Fig. 1: nets reached from selected ports
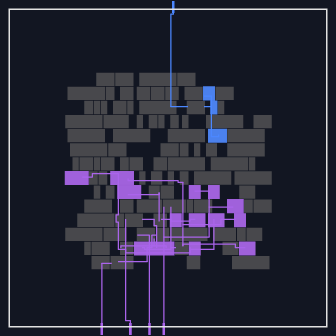
Fig. 2: clock wiring as the flow saved it
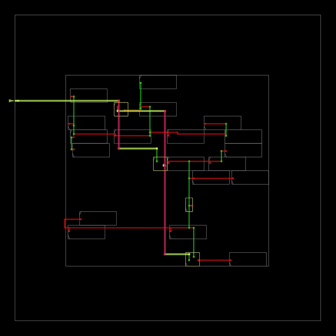
Fig. 3: sequential cells colored by netlist name
Bar = 20 um.
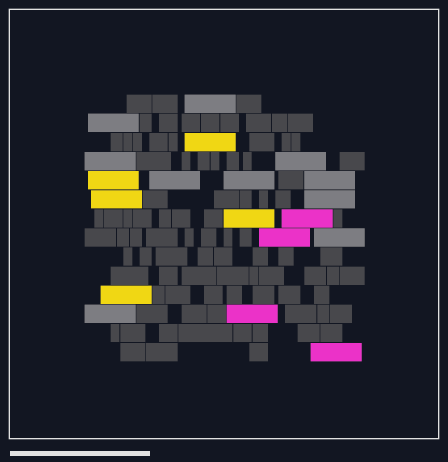
Fig. 4: routed metal, one color a layer
Bar = 20 um.
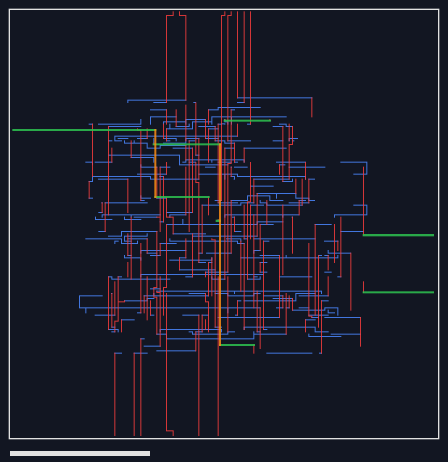
Fig. 5: cell sizes after repair
Bar = 20 um.
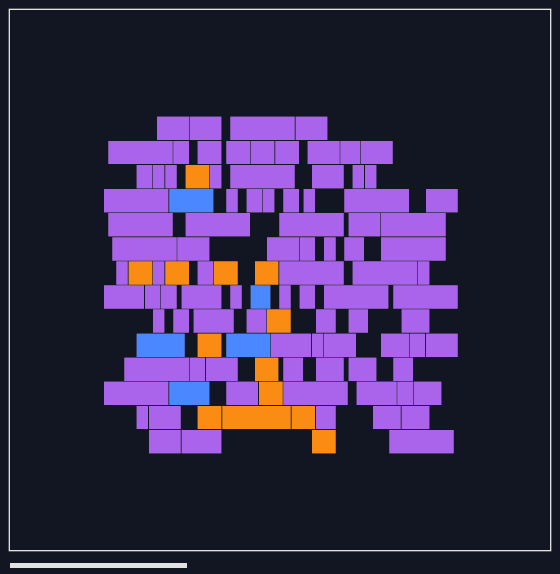
[src/rtl/pwm_compare_4bit.sv]
// pwm_compare_4bit: double-buffered duty PWM driven by an upstream 4-bit counter,
// with period-start strobe and sticky count-sequence error flag.
module pwm_compare_4bit #(
   parameter int DUTY_RESET = 8,
   parameter int CHECK_SEQ  = 1
) (
   input  logic       clk,
   input  logic       rst,
   input  logic [3:0] cnt_in,
   input  logic [4:0] duty_in,
   input  logic       duty_valid,
   output logic       duty_ready,
   output logic       pwm_out,
   output logic       period_start,
   output logic       seq_err
);
   logic [4:0] duty_active, duty_pending, duty_sat, eff_duty;
   logic [3:0] prev_cnt;
   logic       pending_full, have_prev, boundary, swap, accept, bad_seq;

   assign duty_ready = !pending_full;

   // A value accepted on the boundary cycle only lands in pending; the swap
   // consumes what was already there.
   always_comb begin
      boundary = cnt_in == 4'd0;
      swap     = boundary && pending_full;
      accept   = duty_valid && !pending_full;
      duty_sat = duty_in > 5'd16 ? 5'd16 : duty_in;
      eff_duty = swap ? duty_pending : duty_active;
      bad_seq  = (CHECK_SEQ != 0) && have_prev && (cnt_in != prev_cnt + 4'd1);
   end

   always_ff @(posedge clk) begin
      if (rst) begin
         pwm_out      <= 1'b0;
         period_start <= 1'b0;
         seq_err      <= 1'b0;
         duty_active  <= 5'(DUTY_RESET);
         duty_pending <= 5'd0;
         pending_full <= 1'b0;
         prev_cnt     <= 4'd0;
         have_prev    <= 1'b0;
      end else begin
         pwm_out      <= {1'b0, cnt_in} < eff_duty;
         period_start <= boundary;
         prev_cnt     <= cnt_in;
         have_prev    <= 1'b1;
         if (bad_seq) seq_err <= 1'b1;
         if (swap) begin
            duty_active  <= duty_pending;
            pending_full <= 1'b0;
         end
         if (accept) begin
            duty_pending <= duty_sat;
            pending_full <= 1'b1;
         end
      end
   end
endmodule

[config.mk]
export PLATFORM = sky130hd
export DESIGN_NAME = pwm_compare_4bit
export DESIGN_NICKNAME = d
export VERILOG_FILES = /design/src/rtl/pwm_compare_4bit.sv
export SDC_FILE = /design/constraint.sdc
export NUM_CORES = 1
export LEC_CHECK = 0
export CAP_MARGIN = 20
export CORE_MARGIN = 10
export CORE_UTILIZATION = 48
export CTS_CLUSTER_DIAMETER = 60
export DETAILED_ROUTE_END_ITERATION = 7
export PLACE_DENSITY_LB_ADDON = 0.12
export SETUP_SLACK_MARGIN = 0.05
export SLEW_MARGIN = 5
export SYNTH_ARGS = -nofsm -noshare
export SYNTH_HDL_FRONTEND = slang
export SYNTH_SLANG_ARGS = --single-unit
[constraint.sdc]
create_clock -name clk -period 2.21 [get_ports clk]
set_input_delay 0.442 -clock clk [delete_from_list [all_inputs] [get_ports clk]]
set_output_delay 0.442 -clock clk [all_outputs]
set_load 0.05 [all_outputs]
==> out/metrics.json <==
{
  "pre_cts_slack_ps": -185.5,
  "wl_met1_um": 782,
  "yosysUniqueCellTypes": 22,
  "cts_post_setup_buffers_inserted": 0,
  "layout.area.top_class": "combinational gates",
  "r2r-end": "pwm_out$_SDFF_PP0_",
  "critical_path.endpoint": "duty_ready",
  "hold_path.class": "flop to flop",
  "power.clock.fraction_pct": 27.0,
  "chip_area_sq_um": 3717,
  "overall_overflow_remaining_after_global_route": 0,
  "post_synth_main_logic_family": "simple AND/OR/NAND/NOR gates",
  "yosysChipArea_sq_um": 805.8,
  "synth_dominant_cell_count": "sky130_fd_sc_hd__dfxtp_1",
  "post_cts_resized": 0,
  "syn-instance-count": 81,
  "most_used_logic_cell_in_the_final_layout": "sky130_fd_sc_hd__dfxtp_1",
  "floorplan.core_util_pct": 52.27,
  "syn-mean-instance-area_sq_um": 9.948,
  "rsz0062_at_grt": "false",
  "synth_top_flop_cell": "sky130_fd_sc_hd__dfxtp_1",
  "clockBufferDepth": 2,
  "irDropWorstVdd_uv": 399.7,
  "top_regs": "duty_active (5), duty_pending (5), prev_cnt (4)",
  "seq_power_share_pct": 55.8,
  "critical-path-slowest-cell": "sky130_fd_sc_hd__clkdlybuf4s50_1",
  "buffer_area_share_pct": 20.65,
  "p_leak_nw": 0.4579,
  "timing.critical_path.slowest_cell_delay_ps": 810,
  "worst_hold_slack_ps": 465.7,
  "run_status": "finished clean",
  "warning_count": 26,
  "layout-drive-gt1-share_pct": 16.67,
  "first_global_vias": 605,
  "ant_nets": 0,
  "fin_crit_ps": 2024,
  "yosysTopAreaCell": "sky130_fd_sc_hd__dfxtp_1",
  "clkbuf_count": 4,
  "nFillCells": 121,
  "critical_path_depth": 2,
  "insertedDiodeCount": 0,
  "maxCapViolations": 0,
  "maximum_number_of_pins_on_one_net_before_global_route_repair": 11,
  "first_pass_grt_wire_length_um": 2739,
  "internal-power_mw": 0.4823,
  "crit_path_start": "pending_full$_SDFFE_PP0P_",
  "wl_met2_um": 877,
  "number_of_antenna_violations_at_the_first_check_in_global_routing": 0,
  "p_sw_mw": 0.1726,
  "hold_violations": 0,
  "dieWidth_um": 60.97,
  "whs_path_depth": 2,
  "busiest_layer": "met2",
  "layout.cells.non_filler": 124,
  "yosysCellCount": 81,
  "placement_row_count": 14,
  "rrSetupSlack_ps": 630,
  "sequential_cell_total": 19,
  "critPathKind": "flop to output pin",
  "clock_skew_ps": 5.070,
  "pwr_density_cell_nw_per_um2": 607.2,
  "vias_per_cell": 5.065,
  "timing.hold.worst.start": "duty_pending[1]$_SDFFE_PP0P_",
  "groute.layer.met1.usage_pct": 11.24,
  "edf_count": 0,
  "category_of_cells_accounting_for_the_largest_share_of_critical_path_delay": "buffers and inverters",
  "combinationalPowerShare_pct": 17.2,
  "synthTopCellsByCount": "sky130_fd_sc_hd__dfxtp_1 (19), sky130_fd_sc_hd__nand2_1 (10), sky130_fd_sc_hd__a21oi_1 (8)",
  "detailedRoute.firstIterationViolations": 5
}
About Fig. 1:
[`cnt_in`] purple | bits: 4 | direction: input | edge: bottom | end cells: 13 | buffers: 8 | wire: 264 um
[`duty_valid`] blue | bits: 1 | direction: input | edge: top | end cells: 3 | buffers: 1 | wire: 34.4 um
top-level I/O count: 16
number of buffers added on ports: 15

About Fig. 2:
power dissipated in the clock network: 0.177 mW
clk latency late pin: 300 ps

About Fig. 3:
[`duty_active`] yellow | placed flops: 5
[`prev_cnt`] magenta | placed flops: 4
utilization after layout: 69.97%
register share of the cell area: 35.27%
sequential cell area: 380.4 sq um
sequential power: 0.366 mW

About Fig. 4:
[met3] green | wire length: 68.5 um
[met1] blue | wire length: 782 um
[met4] orange | wire length: 38.1 um
[met2] red | wire length: 877 um
number of vias in the routed layout: 628
GRT Util Overall: 10.17%
wire length after detailed routing: 1765 um

About Fig. 5:
[drive 2] blue | cells: 5 | share: 4.6%
[drive 1 or less] purple | cells: 90 | share: 83%
[drive 3 to 4] orange | cells: 13 | share: 12%
Post-Layout Inst Area: 1079 sq um
synthesis-to-layout area growth: 33.85%
Non-clock buffers: 24
Final WS setup: 186.1 ps

Power figures rest on the tool's default switching activity, not on a simulated workload.
